[config.mk]
export PLATFORM = sky130hd
export DESIGN_NAME = xbar_proc_cache_arb
export DESIGN_NICKNAME = d
export VERILOG_FILES = /design/src/rtl/xbar_proc_cache_arb.sv
export SDC_FILE = /design/constraint.sdc
export NUM_CORES = 1
export LEC_CHECK = 0
export CAP_MARGIN = 10
export CORE_AREA = 5 5 509 511
export DETAILED_ROUTE_END_ITERATION = 7
export DIE_AREA = 0 0 514 516
export HOLD_SLACK_MARGIN = 0.03
export PLACE_DENSITY_LB_ADDON = 0.2
export SKIP_LAST_GASP = 1
export SYNTH_ARGS = -nofsm -noshare
export SYNTH_HDL_FRONTEND = slang
export SYNTH_SLANG_ARGS = --single-unit
[constraint.sdc]
create_clock -name clk -period 15.15 [get_ports clk]
set_input_delay 3.03 -clock clk [delete_from_list [all_inputs] [get_ports clk]]
set_output_delay 3.03 -clock clk [all_outputs]
set_load 0.02 [all_outputs]
[src/rtl/xbar_proc_cache_arb.sv]
// N-requester crossbar onto the single data-cache port: fixed or round-robin arbitration,
// a registered request stage, per-requester credit counters and tag-routed responses.
module xbar_proc_cache_arb #(
   parameter int NREQ = 4,
   parameter int ADDR_W = 32,
   parameter int LINE_W = 128,
   parameter int WORD_W = 64,
   parameter int TAG_W = 12,
   parameter bit RR = 1'b1,
   parameter logic [NREQ-1:0] WIDE_MASK = NREQ'(4'b0010),
   parameter int MAX_OUT = 8,
   localparam int IDW = (NREQ > 1) ? $clog2(NREQ) : 1,
   localparam int SLW = $clog2(LINE_W / WORD_W),
   localparam int CTW = IDW + SLW + TAG_W
) (
   input  logic                       clk,
   input  logic                       reset,
   input  logic [NREQ*ADDR_W-1:0]     req_addr,
   input  logic [NREQ*4-1:0]          req_op,
   input  logic [NREQ*LINE_W-1:0]     req_data,
   input  logic [NREQ*LINE_W/8-1:0]   req_wmask,
   input  logic [NREQ*TAG_W-1:0]      req_tag,
   input  logic [NREQ-1:0]            req_val,
   output logic [NREQ-1:0]            req_rdy,
   output logic [ADDR_W-1:0]          dcache_req_addr,
   output logic [3:0]                 dcache_req_op,
   output logic [LINE_W-1:0]          dcache_req_data,
   output logic [LINE_W/8-1:0]        dcache_req_wmask,
   output logic [CTW-1:0]             dcache_req_tag,
   output logic                       dcache_req_val,
   input  logic                       dcache_req_rdy,
   input  logic                       dcache_resp_val,
   input  logic [LINE_W-1:0]          dcache_resp_data,
   input  logic [CTW-1:0]             dcache_resp_tag,
   output logic [NREQ-1:0]            resp_val,
   output logic [TAG_W-1:0]           resp_tag,
   output logic [WORD_W-1:0]          resp_data_word,
   output logic [LINE_W-1:0]          resp_data_line,
   output logic                       idle,
   output logic                       err_underflow
);

   localparam int MW = LINE_W / 8;
   localparam int WMW = WORD_W / 8;
   localparam int RATIO = LINE_W / WORD_W;
   localparam int SLO = $clog2(WMW);
   localparam logic [3:0] MAX_CNT = 4'(MAX_OUT);

   logic [NREQ-1:0]   elig;
   logic [NREQ-1:0]   grant;
   logic [IDW-1:0]    win_id;
   logic              found;
   logic              load;
   logic              bad_id;
   logic              cnt_zero;

   logic [ADDR_W-1:0] sel_addr;
   logic [3:0]        sel_op;
   logic [LINE_W-1:0] sel_data;
   logic [MW-1:0]     sel_mask;
   logic [TAG_W-1:0]  sel_tag;
   logic [SLW-1:0]    sel_slot;

   logic              val_q, val_d;
   logic [ADDR_W-1:0] addr_q, addr_d;
   logic [3:0]        op_q, op_d;
   logic [LINE_W-1:0] data_q, data_d;
   logic [MW-1:0]     mask_q, mask_d;
   logic [CTW-1:0]    tag_q, tag_d;
   logic [IDW-1:0]    ptr_q, ptr_d;
   logic [3:0]        cnt_q [NREQ];
   logic [3:0]        cnt_d [NREQ];
   logic              err_q, err_d;

   logic [IDW-1:0]    resp_id;
   logic [SLW-1:0]    resp_slot;

   assign load = ~val_q | dcache_req_rdy;

   always_comb begin
      for (int i = 0; i < NREQ; i++) begin
         elig[i] = req_val[i] && (cnt_q[i] != MAX_CNT);
      end
   end

   // Round-robin scans upward from the pointer with wrap; fixed mode always scans from 0.
   always_comb begin
      grant = '0;
      win_id = '0;
      found = 1'b0;
      if (RR) begin
         for (int k = 0; k < NREQ; k++) begin
            if (!found && elig[(int'(ptr_q) + k) % NREQ]) begin
               grant[(int'(ptr_q) + k) % NREQ] = 1'b1;
               win_id = IDW'((int'(ptr_q) + k) % NREQ);
               found = 1'b1;
            end
         end
      end else begin
         for (int i = 0; i < NREQ; i++) begin
            if (!found && elig[i]) begin
               grant[i] = 1'b1;
               win_id = IDW'(i);
               found = 1'b1;
            end
         end
      end
   end

   assign req_rdy = grant & {NREQ{load & ~reset}};

   // Narrow requesters get their word replicated across the line and the mask steered to its slot.
   always_comb begin
      sel_addr = '0;
      sel_op = '0;
      sel_data = '0;
      sel_mask = '0;
      sel_tag = '0;
      sel_slot = '0;
      for (int i = 0; i < NREQ; i++) begin
         if (grant[i]) begin
            sel_addr = req_addr[i*ADDR_W +: ADDR_W];
            sel_op = req_op[i*4 +: 4];
            sel_tag = req_tag[i*TAG_W +: TAG_W];
            if (WIDE_MASK[i]) begin
               sel_data = req_data[i*LINE_W +: LINE_W];
               sel_mask = req_wmask[i*MW +: MW];
               sel_slot = '0;
            end else begin
               sel_slot = req_addr[i*ADDR_W + SLO +: SLW];
               sel_data = {RATIO{req_data[i*LINE_W +: WORD_W]}};
               sel_mask = MW'(req_wmask[i*MW +: WMW]) << (int'(sel_slot) * WMW);
            end
         end
      end
   end

   always_comb begin
      val_d = val_q;
      addr_d = addr_q;
      op_d = op_q;
      data_d = data_q;
      mask_d = mask_q;
      tag_d = tag_q;
      ptr_d = ptr_q;
      if (load) begin
         if (found) begin
            val_d = 1'b1;
            addr_d = sel_addr;
            op_d = sel_op;
            data_d = sel_data;
            mask_d = sel_mask;
            tag_d = {win_id, sel_slot, sel_tag};
            ptr_d = (win_id == IDW'(NREQ - 1)) ? '0 : win_id + IDW'(1);
         end else begin
            val_d = 1'b0;
         end
      end
   end

   assign resp_id = dcache_resp_tag[CTW-1 -: IDW];
   assign resp_slot = dcache_resp_tag[TAG_W +: SLW];

   always_comb begin
      for (int i = 0; i < NREQ; i++) begin
         resp_val[i] = dcache_resp_val && (resp_id == IDW'(i));
      end
   end

   // A valid response that decodes to no requester is an out-of-range id.
   assign bad_id = dcache_resp_val & ~(|resp_val);
   assign resp_tag = dcache_resp_tag[TAG_W-1:0];
   assign resp_data_word = dcache_resp_data[int'(resp_slot)*WORD_W +: WORD_W];
   assign resp_data_line = dcache_resp_data;

   always_comb begin
      err_d = err_q | bad_id;
      for (int i = 0; i < NREQ; i++) begin
         cnt_d[i] = cnt_q[i];
         if (resp_val[i] && (cnt_q[i] == 4'd0)) begin
            err_d = 1'b1;
         end else if (req_rdy[i] && !resp_val[i]) begin
            cnt_d[i] = cnt_q[i] + 4'd1;
         end else if (!req_rdy[i] && resp_val[i]) begin
            cnt_d[i] = cnt_q[i] - 4'd1;
         end
      end
   end

   always_comb begin
      cnt_zero = 1'b1;
      for (int i = 0; i < NREQ; i++) begin
         if (cnt_q[i] != 4'd0) cnt_zero = 1'b0;
      end
   end

   always_ff @(posedge clk or posedge reset) begin
      if (reset) begin
         val_q <= 1'b0;
         addr_q <= '0;
         op_q <= '0;
         data_q <= '0;
         mask_q <= '0;
         tag_q <= '0;
         ptr_q <= '0;
         err_q <= 1'b0;
         for (int i = 0; i < NREQ; i++) cnt_q[i] <= '0;
      end else begin
         val_q <= val_d;
         addr_q <= addr_d;
         op_q <= op_d;
         data_q <= data_d;
         mask_q <= mask_d;
         tag_q <= tag_d;
         ptr_q <= ptr_d;
         err_q <= err_d;
         cnt_q <= cnt_d;
      end
   end

   assign dcache_req_val = val_q;
   assign dcache_req_addr = addr_q;
   assign dcache_req_op = op_q;
   assign dcache_req_data = data_q;
   assign dcache_req_wmask = mask_q;
   assign dcache_req_tag = tag_q;
   assign idle = ~val_q & cnt_zero;
   assign err_underflow = err_q;

endmodule

Figure 1. The metal 3 layer (run 1).
Scale: 1 px per µm.
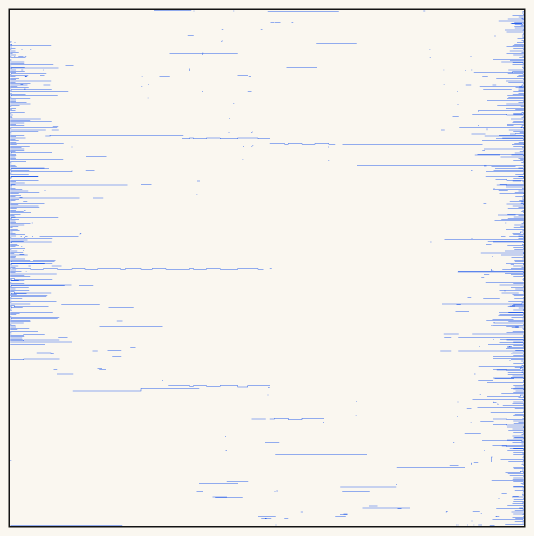
692 nets have wire on it. The layer holds 7.8% of the routed length. The wires run mostly horizontal. The layer carries 11600 µm of wire. The longest straight run is 167 µm.

Figure 2. Cells coloured by class (run 1).
Scale: 1 px per µm.
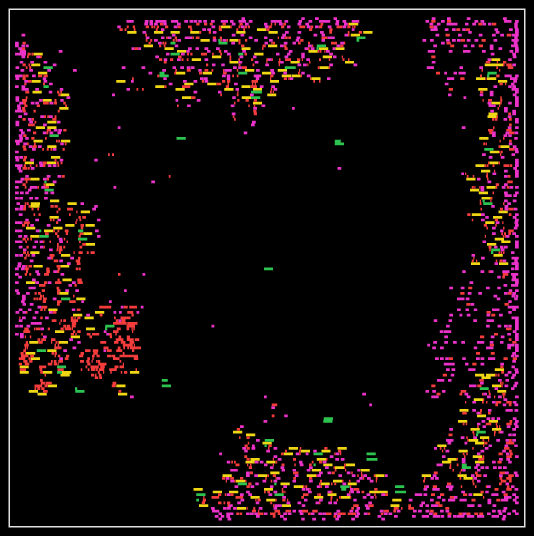
Key: clock drivers and dummy loads = green [cells 68, share of their area 5.0%]; sequential cells = yellow [cells 215, share of their area 21%]; combinational and other logic = red [cells 1175, share of their area 30%]; remaining buffers and delay cells = magenta [cells 1129, share of their area 44%]

==> flow_metrics.env, run 1 <==
# yosys + openroad results
export IMPL_drtIter0Drc=981
export IMPL_syn_area_per_cell_um2=8.80
export IMPL_yosysWarnings=0
export IMPL_placed_area_um2=28500
export IMPL_ant_nets=0
export IMPL_warning_count=249
export IMPL_ios=1329
export IMPL_cp_data_required_time_ns=12.12
export IMPL_finalClockPeriodUsage=0.615
export IMPL_pre_cts_slack_ns=5.93
export IMPL_crit_path_max_incr_delay_ns=0.59
export IMPL_edf_count=0
export IMPL_clk_pin_slew_ns=0.06
export IMPL_slew_violations=0
export IMPL_io_buffers=1088
export IMPL_aoi_share=0.279
export IMPL_placed_cells=5885
export IMPL_clock_sinks=215
export IMPL_cpMaxStageDelayCell="clkdlybuf4s50_1"
export IMPL_synthCells=1658
export IMPL_grt_overflow=0
export IMPL_synthDistinctLibCells=67
export IMPL_cp_num_buf_inv=2
export IMPL_nNetsFinal=3502
export IMPL_synth_most_common_cell="dfrtp_1"
export IMPL_min_period_ns=9.31
export IMPL_logic_family="AND-OR/OR-AND gates"
export IMPL_via_per_inst=2.90
export IMPL_critical_path_arrival_ns=6.28
export IMPL_hold_path_class="flop to flop"
export IMPL_status="finished clean"
export IMPL_crit_top_cell="clkdlybuf4s50_1"
export IMPL_coreArea_um2=253000
export IMPL_yosysTopAreaCell="dfrtp_1"
export IMPL_synth_seq_cells=215
export IMPL_layout_setup_ws_ns=5.84
export IMPL_grt_pass1_wl_um=189000
export IMPL_htree_levels=2
export IMPL_synthArstFlopShare=1.00
export IMPL_grt_pass1_vias=18100
export IMPL_num_vias=17300
export IMPL_place_congestion=0.816
export IMPL_cp_top_family="AND-OR/OR-AND gates"
export IMPL_ff_type="dfrtp_1"
export IMPL_die_h_um=516
export IMPL_wirelength_um=149000
export IMPL_clk_latency_ns=0.63
export IMPL_fp_nets=2601
export IMPL_relSlewSlack=0.278
export IMPL_dp_hpwl_um=124000
export IMPL_hold_buffers=0
export IMPL_fp_util=0.0576
export IMPL_crit_chain="clkdlybuf4s50_1, and2_1, a221oi_1, a21o_1, mux2_2, a211oi_1, nor2_1, clkdlybuf4s50_1"
export IMPL_ys_seq_share=0.369
export IMPL_grt_max_degree=65
export IMPL_seqCellArea_um2=5380
export IMPL_setup_violations=0
export IMPL_worst_slew_pin_slew_ns=1.08
export IMPL_ys_area_um2=14600
export IMPL_comb_area_um2=7590
export IMPL_cellLeakagePower_nw=10.6
export IMPL_area_delta_synth_final_pct=104
export IMPL_hold_violations=0
export IMPL_track_usage=0.106
export IMPL_synth_area_um2=14600
export IMPL_yosys_stat_cells=1658
export IMPL_cts_repair_resized=0
export IMPL_die_w_um=514
export IMPL_grt_antenna_before_repair=53
export IMPL_top_cell_area_share=0.369
export IMPL_postLayoutCellArea_um2=29800
export IMPL_fillers=29100
export IMPL_rsz0062_at_grt="no"
export IMPL_fin_skew_ns=0.0327
export IMPL_root_buffer="clkbuf_16"
export IMPL_cts_buffers=38
export IMPL_critPathKind="input port to output pin"
export IMPL_post_cts_repair_setup_buffers=0
export IMPL_rows=185
export IMPL_tns_ns=0
export IMPL_firstDrtPassIters=5
export IMPL_synthAdderAreaFrac=0.0226
export IMPL_fmax_ghz=0.107
export IMPL_cts_tree="built"
export IMPL_fin_util=0.118
export IMPL_final_cells=5966
export IMPL_chip_area_um2=265000
export IMPL_ys_sh_mux=0.0539
export IMPL_clock_path_buffers=3
export IMPL_cap_violations=0
export IMPL_drive_above_1_share=0.0928
export IMPL_cp_max_fo=9
export IMPL_yosys_area_share_simple=0.147
export IMPL_critPathCaptureType="output pin"
export IMPL_power_density_nw_per_um2=206
export IMPL_netlist_top_cells_count="dfrtp_1 (215), a21oi_1 (181), nand2_1 (165)"
export IMPL_wl_per_cell_um=25.0
export IMPL_vdd_drop_max_mv=0.129
export IMPL_drcViolationCount=0
export IMPL_area_leaders="dfrtp_1 (37%), buf_4 (7.6%), a21oi_1 (6.2%)"
export IMPL_ys_sh_xor=0.0102
export IMPL_worstSetupStartpointType="input port"
Figure 3. Sequential cells coloured by netlist name (run 1).
Scale: 1 px per µm. Other sequential cells in the stronger grey, the rest of the logic in the fainter grey.
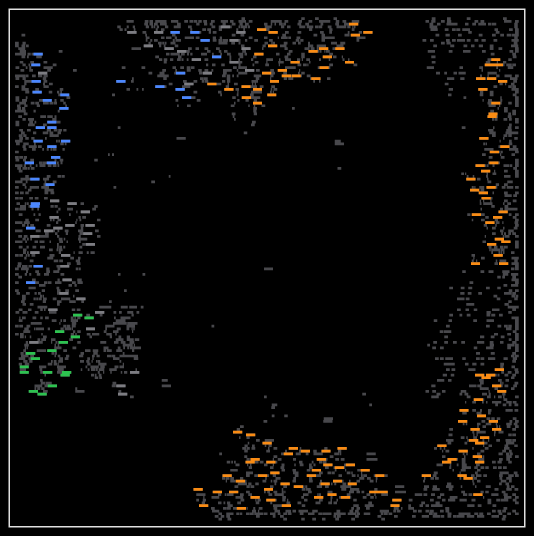
Key: dcache_req_addr = blue [flops 32, where upper left]; dcache_req_data = orange [flops 128]; cnt_q = green [flops 16]

run 1: state kept, by name, indices dropped and copies added (netlist names), named ones only:
register / flops
dcache_req_op: 4
dcache_req_wmask: 16
dcache_req_data: 128
cnt_q: 16
dcache_req_addr: 32
dcache_req_tag: 15
ptr_q: 1
dcache_req_val: 1
err_underflow: 1
run 1: metal layers:
layer	part of all wire	wire, µm	track usage
met1	0.32	47800	0.0968
met2	0.54	81100	0.209
met3	0.078	11600	0.0356
met4	0.055	8260	0.0524
met5	0.0015	224	0
run 1: layout make-up:
class	count	area share
repair buffers	1129	0.375
multi-input cells	1144	0.255
flip-flops and latches	215	0.180
well taps	3366	0.141
clock buffers	53	0.0372
clock inverters	15	0.00596
inverters	31	0.00415
diodes	13	0.00109
run 1: path summary, 6_finish.rpt:
kind / start / cells past startpoint / slack (ns) / to
max: req_val[3] / 8 / 5.84 / req_rdy[0]
min: dcache_req_addr[3] / 1 / 0.49 / dcache_req_addr[3]
max reg2reg: flop / 15 / 8.76 / dcache_req_data[114]
min reg2reg: dcache_req_addr[3] / 1 / 0.49 / dcache_req_addr[3]
max in group asynchronous: reset / 4 / 10.40 / dcache_req_data[42]
min in group asynchronous: reset / 2 / 2.79 / dcache_req_data[3]
run 1: per-stage QoR:
stage / power (W) / hold slack [ns]
finish: 0.00613 / 0.488
global placement: 0.00540 / 0.468
CTS: 0.00637 / 0.490
floorplan: 0.00320 / 0.459
detailed placement: 0.00538 / 0.474
global route: 0.00660 / 0.507
run 1: layout by cell type, fill, tap and decap left out, drive strengths merged, types with 12 or more instances in the layout:
| cell | netlist | routed |
|---|---|---|
| clkdlybuf4s50 | 0 | 1087 |
| dfrtp | 215 | 215 |
| a21oi | 181 | 181 |
| nand2 | 165 | 165 |
| nor2 | 158 | 158 |
| o21ai | 116 | 116 |
| a221oi | 106 | 106 |
| mux2 | 65 | 65 |
| and3 | 64 | 64 |
| a21o | 63 | 63 |
| clkbuf | 89 | 53 |
| buf | 179 | 42 |
| inv | 29 | 29 |
| a32oi | 21 | 21 |
| nand3 | 20 | 20 |
| ha | 20 | 20 |
| o22a | 16 | 16 |
| a211oi | 14 | 14 |
| nor4 | 14 | 14 |
| diode | 0 | 13 |
| xnor2 | 13 | 13 |
| and2 | 12 | 12 |
| clkinv | 2 | 12 |
run 1: cells by family after synthesis:
| logic type | after synthesis |
|---|---|
| AOI/OAI and AO/OA | 568 |
| and+or+nand+nor | 467 |
| buffers and inverters | 299 |
| DFF | 215 |
| muxes | 68 |
| adders and majority gates | 24 |
| xor gates and xnor gates | 17 |
run 1: report_power, final:
part	total (W)	internal (W)	leakage, nW	switching (W)
logic	0.00410	0.00146	7.45	0.00264
clock network	0.000937	0.000561	0.633	0.000376
registers	0.00109	0.000879	2.53	0.000213
Figure 4. Placed standard cells (run 1).
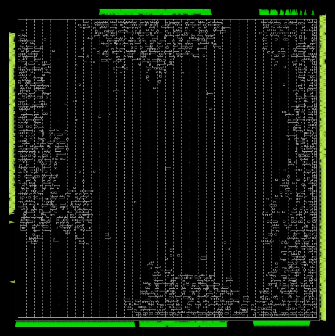

--- run 2 (diff from run 1) ---
CORE_AREA = 5 5 510 512   (was 5 5 509 511)
DIE_AREA = 0 0 515 517   (was 0 0 514 516)
clock period = 9.5 ns   (was 15.15 ns; I/O delays follow)
Figure 5. Placed standard cells (run 2).
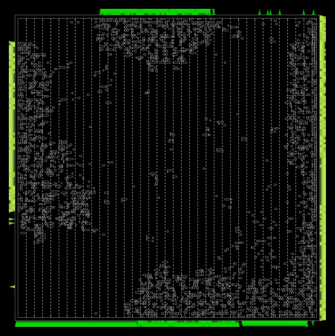
FF+latch count: 215
fraction of area in registers: 0.180
Final Instance Count excl. Fillers: 5992
core region area: 255000 µm²

Figure 6. Cells coloured by class (run 2).
Scale: 1 px per µm.
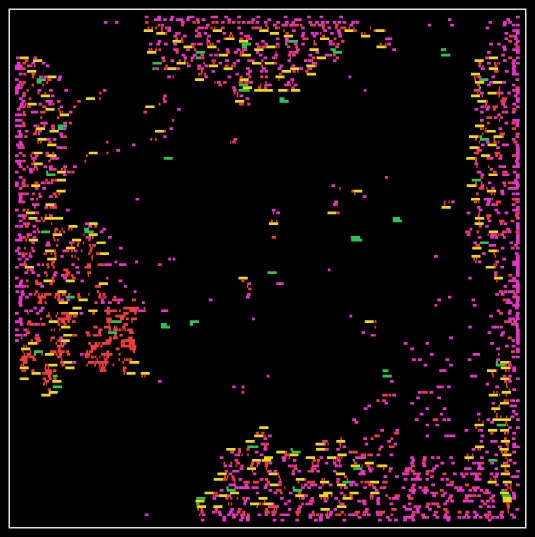
Key: remaining buffers and delay cells = magenta [cells 1117, share of their area 44%]; sequential cells = yellow [cells 215, share of their area 21%]; combinational and other logic = red [cells 1175, share of their area 30%]; clock drivers and dummy loads = green [cells 69, share of their area 5.2%]

==> run 2 against run 1 <==
Against the previous run:
- sequential share of layout area hardly changed
- clock skew is 0.014 ns higher
- power is 60% higher
- flip-flop count stayed put
- largest power group unchanged
- via count is 1.3% lower
- combinational power is 59% higher
- highest routed layer unchanged
==> flow_metrics.env, run 2 <==
# yosys + openroad results
export IMPL_place_congestion=0.852
export IMPL_synth_seq_cells=215
export IMPL_grt_overflow=0
export IMPL_worstSetupStartpointType="flop"
export IMPL_cts_buffers=39
export IMPL_slew_violations=0
export IMPL_grt_antenna_before_repair=75
export IMPL_post_cts_repair_setup_buffers=0
export IMPL_fp_util=0.0571
export IMPL_chip_area_um2=266000
export IMPL_area_leaders="dfrtp_1 (37%), buf_4 (7.6%), a21oi_1 (6.2%)"
export IMPL_cts_tree="built"
export IMPL_fmax_ghz=0.136
export IMPL_synth_area_um2=14600
export IMPL_yosysTopAreaCell="dfrtp_1"
export IMPL_edf_count=0
export IMPL_critPathKind="flop to output pin"
export IMPL_drcViolationCount=0
export IMPL_ys_area_um2=14600
export IMPL_ys_seq_share=0.369
export IMPL_synthArstFlopShare=1.00
export IMPL_vdd_drop_max_mv=0.391
export IMPL_fin_skew_ns=0.0466
export IMPL_die_w_um=515
export IMPL_root_buffer="clkbuf_16"
export IMPL_cap_violations=0
export IMPL_synthCells=1658
export IMPL_layout_top_cell="clkdlybuf4s50_1"
export IMPL_rsz0062_at_grt="no"
export IMPL_clock_path_buffers=3
export IMPL_largest_reg_flops=128
export IMPL_yosys_stat_cells=1658
export IMPL_worst_slew_pin_slew_ns=1.06
export IMPL_ant_nets=0
export IMPL_htree_levels=2
export IMPL_io_buffers=1088
export IMPL_cellLeakagePower_nw=10.6
export IMPL_postLayoutCellArea_um2=29900
export IMPL_layout_top_cells="clkdlybuf4s50_1 (1087), dfrtp_1 (215), a21oi_1 (180)"
export IMPL_layout_setup_ws_ns=2.16
export IMPL_fp_nets=2601
export IMPL_ios=1329
export IMPL_critPathCaptureType="output pin"
export IMPL_wirelength_um=149000
export IMPL_synthDistinctLibCells=67
export IMPL_status="finished clean"
export IMPL_synth_most_common_cell="dfrtp_1"
export IMPL_power_density_nw_per_um2=327
export IMPL_grt_pass1_vias=18300
export IMPL_hold_path_class="flop to flop"
export IMPL_die_h_um=517
export IMPL_area_delta_synth_final_pct=105
export IMPL_cp_max_fo=23
export IMPL_finalClockPeriodUsage=0.772
export IMPL_cts_repair_resized=0
export IMPL_drive_above_1_share=0.0873
export IMPL_dp_hpwl_um=122000
export IMPL_relSlewSlack=0.285
export IMPL_wl_per_cell_um=24.9
export IMPL_top_cell_area_share=0.369
export IMPL_clk_latency_ns=0.65
export IMPL_netlist_top_cells_count="dfrtp_1 (215), a21oi_1 (181), nand2_1 (165)"
export IMPL_firstDrtPassIters=4
export IMPL_critical_path_arrival_ns=5.44
export IMPL_syn_area_per_cell_um2=8.80
export IMPL_whs_ns=0.491
export IMPL_tns_ns=0
export IMPL_setup_violations=0
export IMPL_clk_pin_slew_ns=0.06
export IMPL_placed_area_um2=28500
export IMPL_pre_cts_slack_ns=2.07
export IMPL_ff_type="dfrtp_1"
export IMPL_warning_count=253
export IMPL_track_usage=0.107
export IMPL_via_per_inst=2.85
export IMPL_min_period_ns=7.34
export IMPL_hold_buffers=0
export IMPL_nNetsFinal=3491
export IMPL_hold_violations=0
export IMPL_rows=186
export IMPL_grt_pass1_wl_um=189000
export IMPL_drtIter0Drc=760
export IMPL_grt_max_degree=135
export IMPL_clock_sinks=215
export IMPL_yosysWarnings=0
export IMPL_num_vias=17100
export IMPL_p_total_w=0.00979
export IMPL_cp_data_required_time_ns=7.60
[run 2: netlist changes by cell type in the layout (fill, tap and decap cells not counted), sizes merged]
| cell | previous run | this run |
|---|---|---|
| clkinv | 12 | 8 |
| clkbuf | 53 | 56 |
| diode | 13 | 32 |
| inv | 29 | 32 |
| clkinvlp | 2 | 1 |
| buf | 42 | 30 |
[run 2: kinds of logic (layout without fill, tap and decap cells)]
| family | after synthesis | count (layout) | share of synthesized area |
|---|---|---|---|
| AND-OR/OR-AND | 568 | 568 | 0.279 |
| buffers and inverters | 299 | 1217 | 0.119 |
| adder cells (fa/ha/maj) | 24 | 24 | 0.0226 |
| flip-flops | 215 | 215 | 0.369 |
| XOR/XNOR | 17 | 17 | 0.0102 |
| AND/OR/NAND/NOR | 467 | 467 | 0.147 |
| multiplexers | 68 | 68 | 0.0539 |
| other | 0 | 32 | 0 |
[run 2: final timing paths]
path	to	cells after the start	slack, ns	startpoint
worst max-delay path	req_rdy[3]	9	2.16	flop
worst min-delay path	cnt_q[7]	1	0.49	cnt_q[7]
worst max register to register	dcache_req_data[9]	12	3.51	flop
worst min register to register	cnt_q[7]	1	0.49	cnt_q[7]
max in group asynchronous	dcache_req_data[113]	4	5.93	reset
min in group asynchronous	dcache_req_data[70]	2	1.66	reset
[run 2: worst max-delay path, stage by stage, from the launching register on]
cell             delay, ns
dfrtp_1               0.85
inv_1                 0.49
ha_1                  0.67
and2_1                0.21
a221oi_1              0.13
a21o_1                0.38
a311oi_2              0.52
o32a_2                0.80
nor2_1                0.18
clkdlybuf4s50_1       0.59
[run 2: report_power, final]
part / total, W / internal (W) / switching, W
combinational: 0.00650 / 0.00233 / 0.00417
clock: 0.00155 / 0.000912 / 0.000639
sequential: 0.00174 / 0.00140 / 0.000336
total: 0.00979 / 0.00465 / 0.00514
[run 2: layout make-up]
cell class              count  area [µm²]
clock inverters            13         188
well taps                3384        4230
inverters                  31         124
flip-flops and latches    215        5380
multi-input cells        1144        7580
clock buffers              56        1130
fillers                 29300      225000
repair buffers           1117       11200
diodes                     32        80.1
[run 2: metrics by stage]
step / instances / utilization
after floorplan: 1658 / -
after CTS: 5960 / 0.117
final: 5992 / 0.117
after global placement: 5891 / 0.112
after global routing: 5984 / 0.117
after detailed placement: 5891 / 0.112
[run 2: metal layers]
layer / GRT usage / routed length [µm] / vias up
met5: 0 / 271 / -
met4: 0.0577 / 7740 / 38
met3: 0.0377 / 12500 / 214
met1: 0.0991 / 48500 / 8231
li1: - / - / 7733
met2: 0.203 / 80000 / 881
Power is estimated from default activity; no workload was simulated.
